**src/rtl/pedestrian_request_scheduler.sv**
```systemverilog
// Purpose: debounce two crossing buttons, latch presses, serve them round-robin to the light controller.
// Latency: raw press to serv_req_o is DEBOUNCE_CYCLES+3 edges when idle; MIN_GAP idle edges after serv_done_i.
// Backpressure: serv_req_o is held with a stable serv_id_o until serv_ack_i; new presses stay pending meanwhile.
module pedestrian_request_scheduler #(
    parameter int DEBOUNCE_CYCLES = 8,
    parameter int MIN_GAP         = 16,
    parameter int CNT_W           = 5
) (
    input  logic clk_i,
    input  logic reset_ni,
    input  logic botao_A_i,
    input  logic botao_B_i,
    input  logic serv_ack_i,
    input  logic serv_done_i,
    output logic serv_req_o,
    output logic serv_id_o,
    output logic pend_A_o,
    output logic pend_B_o,
    output logic busy_o
);

    localparam logic [1:0] ST_IDLE  = 2'd0;
    localparam logic [1:0] ST_REQ   = 2'd1;
    localparam logic [1:0] ST_SERVE = 2'd2;
    localparam logic [1:0] ST_GAP   = 2'd3;

    localparam logic [CNT_W-1:0] DEB_LAST = CNT_W'(DEBOUNCE_CYCLES - 1);
    localparam logic [CNT_W-1:0] GAP_LOAD = CNT_W'(MIN_GAP - 1);

    // Index 0 is crossing A, index 1 is crossing B throughout.
    logic [1:0] btn;
    logic [1:0] rise;
    assign btn = {botao_B_i, botao_A_i};

    for (genvar i = 0; i < 2; i++) begin : g_deb
        logic             s1_q, s2_q;
        logic             db_q, db_d;
        logic [CNT_W-1:0] cnt_q, cnt_d;

        // Accept a new level only once it has differed from db for DEBOUNCE_CYCLES edges in a row.
        always_comb begin
            db_d  = db_q;
            cnt_d = '0;
            if (s2_q != db_q) begin
                if (cnt_q == DEB_LAST) begin
                    db_d = s2_q;
                end else begin
                    cnt_d = cnt_q + 1'b1;
                end
            end
        end

        // Two-flop synchronizer followed by the debounce state.
        always_ff @(posedge clk_i or negedge reset_ni) begin
            if (!reset_ni) begin
                s1_q  <= 1'b0;
                s2_q  <= 1'b0;
                db_q  <= 1'b0;
                cnt_q <= '0;
            end else begin
                s1_q  <= btn[i];
                s2_q  <= s1_q;
                db_q  <= db_d;
                cnt_q <= cnt_d;
            end
        end

        // Only a debounced press (0->1) creates a request; releases are ignored.
        assign rise[i] = db_d & ~db_q;
    end

    logic [1:0]       state_q, state_d;
    logic [1:0]       pend_q, pend_d;
    logic             serv_id_q, serv_id_d;
    logic             last_q, last_d;
    logic [CNT_W-1:0] gap_q, gap_d;
    logic             serv_req_q, busy_q;

    // Pending latch: accepted ack clears the served crossing, a fresh press sets it and wins a tie.
    always_comb begin
        pend_d = pend_q;
        if (state_q == ST_REQ && serv_ack_i) begin
            pend_d[serv_id_q] = 1'b0;
        end
        pend_d = pend_d | rise;
    end

    // Service sequencer: pick a crossing, hold the request, wait for done, then enforce the gap.
    always_comb begin
        state_d   = state_q;
        serv_id_d = serv_id_q;
        last_d    = last_q;
        gap_d     = gap_q;
        case (state_q)
            ST_IDLE: begin
                if (|pend_q) begin
                    state_d   = ST_REQ;
                    // On a tie the crossing not served last goes first; otherwise the only one pending.
                    serv_id_d = (&pend_q) ? ~last_q : pend_q[1];
                end
            end
            ST_REQ: begin
                if (serv_ack_i) begin
                    last_d  = serv_id_q;
                    state_d = ST_SERVE;
                end
            end
            ST_SERVE: begin
                if (serv_done_i) begin
                    gap_d   = GAP_LOAD;
                    state_d = ST_GAP;
                end
            end
            ST_GAP: begin
                if (gap_q == '0) begin
                    state_d = ST_IDLE;
                end else begin
                    gap_d = gap_q - 1'b1;
                end
            end
            default: state_d = ST_IDLE;
        endcase
    end

    // State and registered status outputs; last_served resets to B so A wins the first tie.
    always_ff @(posedge clk_i or negedge reset_ni) begin
        if (!reset_ni) begin
            state_q    <= ST_IDLE;
            pend_q     <= 2'b00;
            serv_id_q  <= 1'b0;
            last_q     <= 1'b1;
            gap_q      <= '0;
            serv_req_q <= 1'b0;
            busy_q     <= 1'b0;
        end else begin
            state_q    <= state_d;
            pend_q     <= pend_d;
            serv_id_q  <= serv_id_d;
            last_q     <= last_d;
            gap_q      <= gap_d;
            serv_req_q <= (state_d == ST_REQ);
            busy_q     <= (state_d != ST_IDLE);
        end
    end

    assign serv_req_o = serv_req_q;
    assign serv_id_o  = serv_id_q;
    assign pend_A_o   = pend_q[0];
    assign pend_B_o   = pend_q[1];
    assign busy_o     = busy_q;

endmodule

```
**config.mk**
```make
export PLATFORM = sky130hd
export DESIGN_NAME = pedestrian_request_scheduler
export DESIGN_NICKNAME = d
export VERILOG_FILES = /design/src/rtl/pedestrian_request_scheduler.sv
export SDC_FILE = /design/constraint.sdc
export NUM_CORES = 1
export LEC_CHECK = 0
export ABC_AREA = 0
export CAP_MARGIN = 5
export CORE_UTILIZATION = 59
export CTS_CLUSTER_SIZE = 30
export DETAILED_ROUTE_END_ITERATION = 10
export PLACE_DENSITY = 0.81
export REMOVE_ABC_BUFFERS = 1
export SLEW_MARGIN = 30
export SYNTH_ARGS = -nofsm -noshare
export SYNTH_HDL_FRONTEND = slang
export SYNTH_SLANG_ARGS = --single-unit
```
**constraint.sdc**
```tcl
create_clock -name clk_i -period 2.6 [get_ports clk_i]
set_input_delay 0.26 -clock clk_i [delete_from_list [all_inputs] [get_ports clk_i]]
set_output_delay 0.26 -clock clk_i [all_outputs]
set_load 0.02 [all_outputs]
```
Run 1, signal wires by layer:
The bar under the picture is 10 um long.
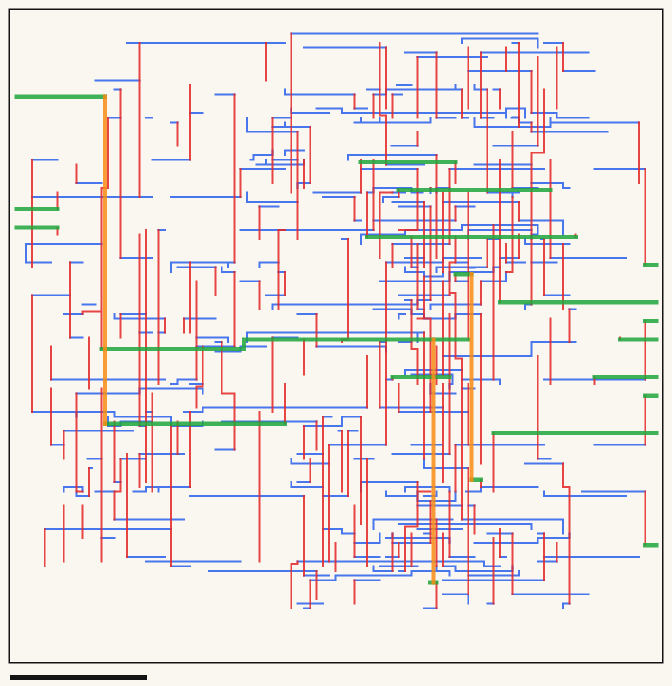
Blue marks met1, wire length 848 um. Red marks met2, wire length 858 um. Orange marks met4, wire length 56.4 um. Green marks met3, wire length 126 um.

Run 1, met3 routing:
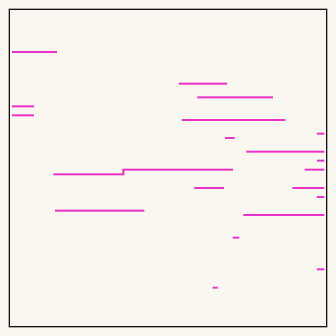
The longest straight run is 16.3 um. 17 nets have wire on it. The layer holds 6.7% of the routed length. The wires run mostly horizontal. The layer carries 126 um of wire.
GR Util met3: 6.792%
Via Count: 822
WL final: 1.888 mm

Run 1, placement density heat map:
The die is cut into 9 by 9 equal tiles; white is low, dark blue is high, 0 to 100% covered.
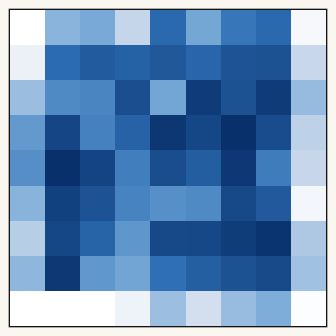
6.2% of the tiles are nearly empty. The fullest tile reaches 100%. 47% of the tiles are over 75% full.

==> impl_metrics.csv, run 1 <==
group,metric,value,unit
status,outcome,"finished, final reports clean",
setup_path,critical_path.endpoint,"state_q[0]$_DFF_PN0_",
drt,wl_per_cell,12.59,um
synthesis,common_cells,"dfrtp_1, nor2_1, nand2_1, inv_1",
power,maxPowerGroup,"registers",
setup_path,start_kind,"flop",
drt,route.met3.wl,125,um
placed_design,post-dp-hpwl,1.365,mm
finish,seq_cells,29,
clocking,insertion_delay,0.32,ns
setup_path,cp-end-kind,"flop",
setup_path,crit_buf_inv,1,
clocking,postCtsHoldBufs,0,
power,finalPower,1.465,mW
final_timing,report.final.slew_viol_count,0,
final_timing,rsz0062_at_grt,"no",
synthesis,ys_area,0.001219,mm2
finish,areaGrowthSynthToFinish,17.97,%
power,pwr-share-clk,25.5,%
synthesis,simple_gate_area_share,19.71,%
final_timing,period_minus_slack,1.735,ns
power,p_comb_share,26.6,%
job,warnings,25,
finish,largest_reg_flops,10,
die,die_x,47.45,um
synthesis,asyncSetResetFlopFracSynth,100.0,%
finish,num-nonclk-buffers,11,
drt,wl_met1,848,um
drt,detail-route-antenna-nets,0,
clocking,clk_pin_slew,0.09,ns
finish,comb_cells,70,
min_path,hold_class,"in2async",
placed_design,globalplace.congestion,0.8249,
synthesis,xor_area_share,5.749,%
power,swShare,31.68,%
global_routing,grtUsageMet2,30.96,%
placed_design,placed_area,0.001353,mm2
clocking,post_cts_buffers,0,
die,num_rows,16,
synthesis,ys_seq_share,59.65,%
power,intPower,1.001,mW
final_timing,slew_headroom,55.68,%
clocking,cts_root_buffer,"clkbuf_4",
placed_design,port_buffers,10,
synthesis,ys_ff,29,
synthesis,yosys.cell_count.top_type,"dfrtp_1",
synthesis,yosysCellCount,106,
setup_path,worstSetupPathType,"reg2reg",
global_routing,grt_pass1_vias,725,
drt,route.met2.wl,857,um
finish,finalNonFillerCells,150,
setup_path,reg2reg_slack,0.87,ns
placed_design,place_ws,0.8741,ns
finish,top_regs,"g_deb.cnt_q x10, gap_q x5",
setup_path,r2r_start,"gap_q[0]$_DFFE_PN0P_",
drt,vias_per_cell,5.480,
finish,final_cell_mix,"dfrtp_1, nor2_1, clkdlybuf4s50_1, nand2_1",
final_timing,fin_setup_tns,0,ns
global_routing,grt.overflow.total,0,
die,fp_util,62.76,%
finish,n_all_inverters,5,
placed_design,placedCellCount,142,
final_timing,hold_viol,0,
final_timing,clock_skew,0.006471,ns
drt,drt_iter0_markers,7,
power,power_clock,0.374,mW
die,die_y,47.45,um
synthesis,ys_sh_adder,3.080,%
global_routing,grt_pass1_wl,3.001,mm
power,p_leak,0.6651,nW
synthesis,synth-main-ff-cell,"dfrtp_1",
global_routing,antenna_found_initial,0,
clocking,h-tree-depth,2,
setup_path,path_cells,"inv_1 -> ha_1 -> or4b_4 -> nand3_2 -> or3b_1",
die,nWellTaps,27,
setup_path,cp_max_fo,4,
synthesis,synthTopLogicFamily,"simple AND/OR/NAND/NOR gates",
final_timing,final-setup-viol-count,0,
finish,layout_top_cell,"dfrtp_1",
finish,regMostFlops,"g_deb.cnt_q",
synthesis,edf_count,0,
setup_path,worst_r2r_path_depth,5,
final_timing,finalClockPeriodUsage,66.72,%
global_routing,gr-usage-met1,25.19,%
finish,clock_area_share,5.918,%
synthesis,ys_sh_aoi,5.441,%
synthesis,synth_cell_types,32,
Run 1, clock network drawn from the DEF:
The bar under the picture is 10 um long.
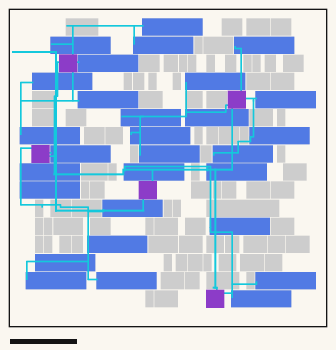

==> run 2, diff against run 1 <==
CORE_ASPECT_RATIO = 1.75   (was not set)
CORE_UTILIZATION = 49   (was 59)
PLACE_DENSITY = 0.72   (was 0.81)
clock period = 1.55 ns   (was 2.6 ns; I/O delays follow)
Run 2, clock network drawn from the DEF:
The bar under the picture is 10 um long.
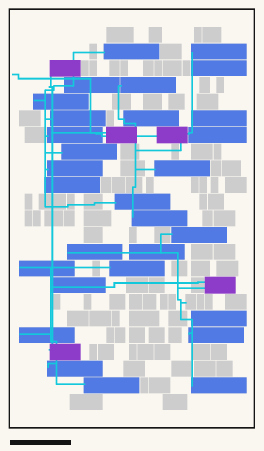
Blue marks flip-flops, count 29. Purple marks cells driving clock nets, count 5. Cyan marks clock wires, length 326 um.
There are 6 routed clock nets. Position of the flops: spread over the die.
Clock group: 0.569 mW
clock skew: 0.002452 ns
worst-skew pair later-pin latency: 0.27 ns

==> run 2 against run 1 <==
  * The flow now finishes with violations (negative setup slack)
  * Die area rose by 20%
  * Combinational power rose by 120%
  * Worst hold slack got worse by 0.063 ns
  * Wire length rose by 9.1%
  * Sequential share of layout area fell by 2.5 points
  * Sequential power rose by 61%
  * Design area rose by 5.3%
  * Critical path type unchanged
  * Critical endpoint unchanged
  * Largest cell class unchanged
==> impl_metrics.csv, run 2 <==
group,metric,value,unit
finish,top_regs,"g_deb.cnt_q x10, gap_q x5",
finish,areaGrowthSynthToFinish,24.23,%
synthesis,ys_area,0.001219,mm2
final_timing,period_minus_slack,1.637,ns
finish,largest_class,"flip-flops and latches",
final_timing,hold_viol,0,
drt,detail-route-antenna-nets,0,
setup_path,cp.depth,5,
setup_path,rr_endpoint,"state_q[0]$_DFF_PN0_",
synthesis,area_leaders,"dfrtp_1, nor2_1, mux2i_1",
final_timing,hold_slack,0.2537,ns
final_timing,fin_setup_tns,-0.1588,ns
global_routing,grt_pass1_vias,804,
synthesis,synthTopLogicFamily,"simple AND/OR/NAND/NOR gates",
setup_path,critical_path.endpoint,"state_q[0]$_DFF_PN0_",
final_timing,finalClockPeriodUsage,105.6,%
synthesis,ys_seq_share,59.65,%
power,seq-power,1.13,mW
synthesis,synth_warnings,0,
power,swShare,32.61,%
synthesis,xor_area_share,5.749,%
die,ios,11,
power,p_leak,0.7119,nW
finish,layout_top_cell,"dfrtp_1",
final_timing,max_freq,0.6109,GHz
setup_path,worstSetupPathType,"reg2reg",
synthesis,edf_count,0,
clocking,cts_sinks,29,
clocking,h-tree-depth,2,
synthesis,simple_gate_area_share,19.71,%
clocking,numCtsBuffers,5,
finish,regMostFlops,"g_deb.cnt_q",
power,finalPower,2.570,mW
placed_design,port_buffers,10,
finish,comb_cells,70,
global_routing,gr-usage-met1,16.92,%
power,pwr-share-clk,22.2,%
placed_design,globalplace.congestion,0.7064,
finish,seq-cell-share,48.02,%
finish,n_all_inverters,5,
synthesis,synth_cell_types,32,
synthesis,ys_sh_aoi,5.441,%
status,violations,"negative setup slack",
finish,utilization,64.95,%
placed_design,placedCellCount,150,
setup_path,worst_r2r_path_depth,5,
synthesis,synth_area,0.001219,mm2
clocking,clk_pin_slew,0.06,ns
drt,vias_per_cell,5.316,
placed_design,place_ws,-0.04980,ns
drt,drt_iter0_markers,24,
finish,drive_gt1_share,16.54,%
clocking,post_cts_buffers,0,
drt,route.met3.wl,82,um
setup_path,reg2reg_slack,-0.09,ns
synthesis,common_cells,"dfrtp_1, nor2_1, nand2_1, inv_1",
power,power.density,1698,mW/mm2
placed_design,post-dp-hpwl,1.534,mm
setup_path,cp_slowest_cell,"or4b_4",
drt,wl_per_cell,13.04,um
synthesis,largest_area_cell,"dfrtp_1",
setup_path,cp_max_fo,2,
finish,final_area,0.001514,mm2
min_path,hold_class,"in2async",
final_timing,rsz0062_at_grt,"yes",
die,fp_util,52.28,%
final_timing,setup_ws,-0.08704,ns
setup_path,cp_top_family,"simple AND/OR/NAND/NOR gates",
power,intPower,1.732,mW
finish,final-comb-area,467.9,um2
global_routing,grt_use_total,18.51,%
finish,clock_area_share,5.455,%
synthesis,ys_ff,29,
die,num_rows,23,
placed_design,placed_area,0.001425,mm2
finish,buf_share,12.31,%
setup_path,path_cells,"inv_1 -> ha_2 -> or4b_4 -> nand3_2 -> or3b_1",
die,nWellTaps,25,
power,power_frac_seq,44.0,%
status,outcome,"finished with violations",
setup_path,start_kind,"flop",
final_timing,report.final.slew_viol_count,0,
finish,seq_cells,29,
finish,nets,141,
synthesis,yosysCellCount,106,
finish,final_cell_mix,"dfrtp_1, nor2_1, clkdlybuf4s50_1, buf_4, nand2_1",
synthesis,synth-main-ff-cell,"dfrtp_1",
global_routing,grtUsageMet2,30.94,%
power,p_sw,0.8382,mW
job,warnings,27,
setup_path,cp-end-kind,"flop",
power,p_comb_share,33.9,%
drt,wl_met1,812,um
drt,route.met2.wl,1.122,mm
power,maxPowerGroup,"registers",
setup_path,crit_buf_inv,1,
finish,num-nonclk-buffers,21,
drt,num_vias,840,
synthesis,asyncSetResetFlopFracSynth,100.0,%
clocking,postCtsHoldBufs,0,
drt,totalWireLength,2.060,mm
finish,antennaDiodeCount,0,
finish,finalNonFillerCells,158,
finish,largest_reg_flops,10,
global_routing,grt.overflow.total,0,
clocking,cts_root_buffer,"clkbuf_8",
synthesis,yosys.cell_count.top_type,"dfrtp_1",
global_routing,grt.met3_usage,8.766,%
global_routing,grt_pass1_wl,3.180,mm
job,cap_viol_max_count,0,
synthesis,synth_cells,106,
final_timing,slew_headroom,76.32,%
power,p_comb,0.870,mW
setup_path,r2r_start,"gap_q[1]$_DFFE_PN0P_",
final_timing,final-setup-viol-count,4,
global_routing,antenna_found_initial,0,
synthesis,ys_sh_adder,3.080,%
Run 2, power grid:
The bar under the picture is 10 um long. Pins as bars on the die edge. Tap cells in gray.
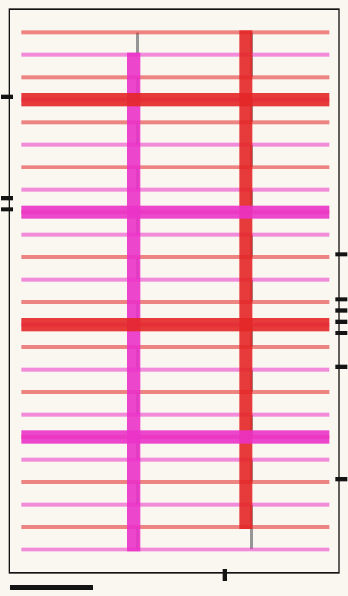
Red marks VDD. Magenta marks VSS.
11 signal pins sit on the boundary. The core has 23 rows. 25 tap cells. 24 met1 rails follow the rows.
Peak VDD IR: 1007 uV
chip width: 39.70 um
core outline area: 0.002331 mm2

Power is estimated from default activity; no workload was simulated.
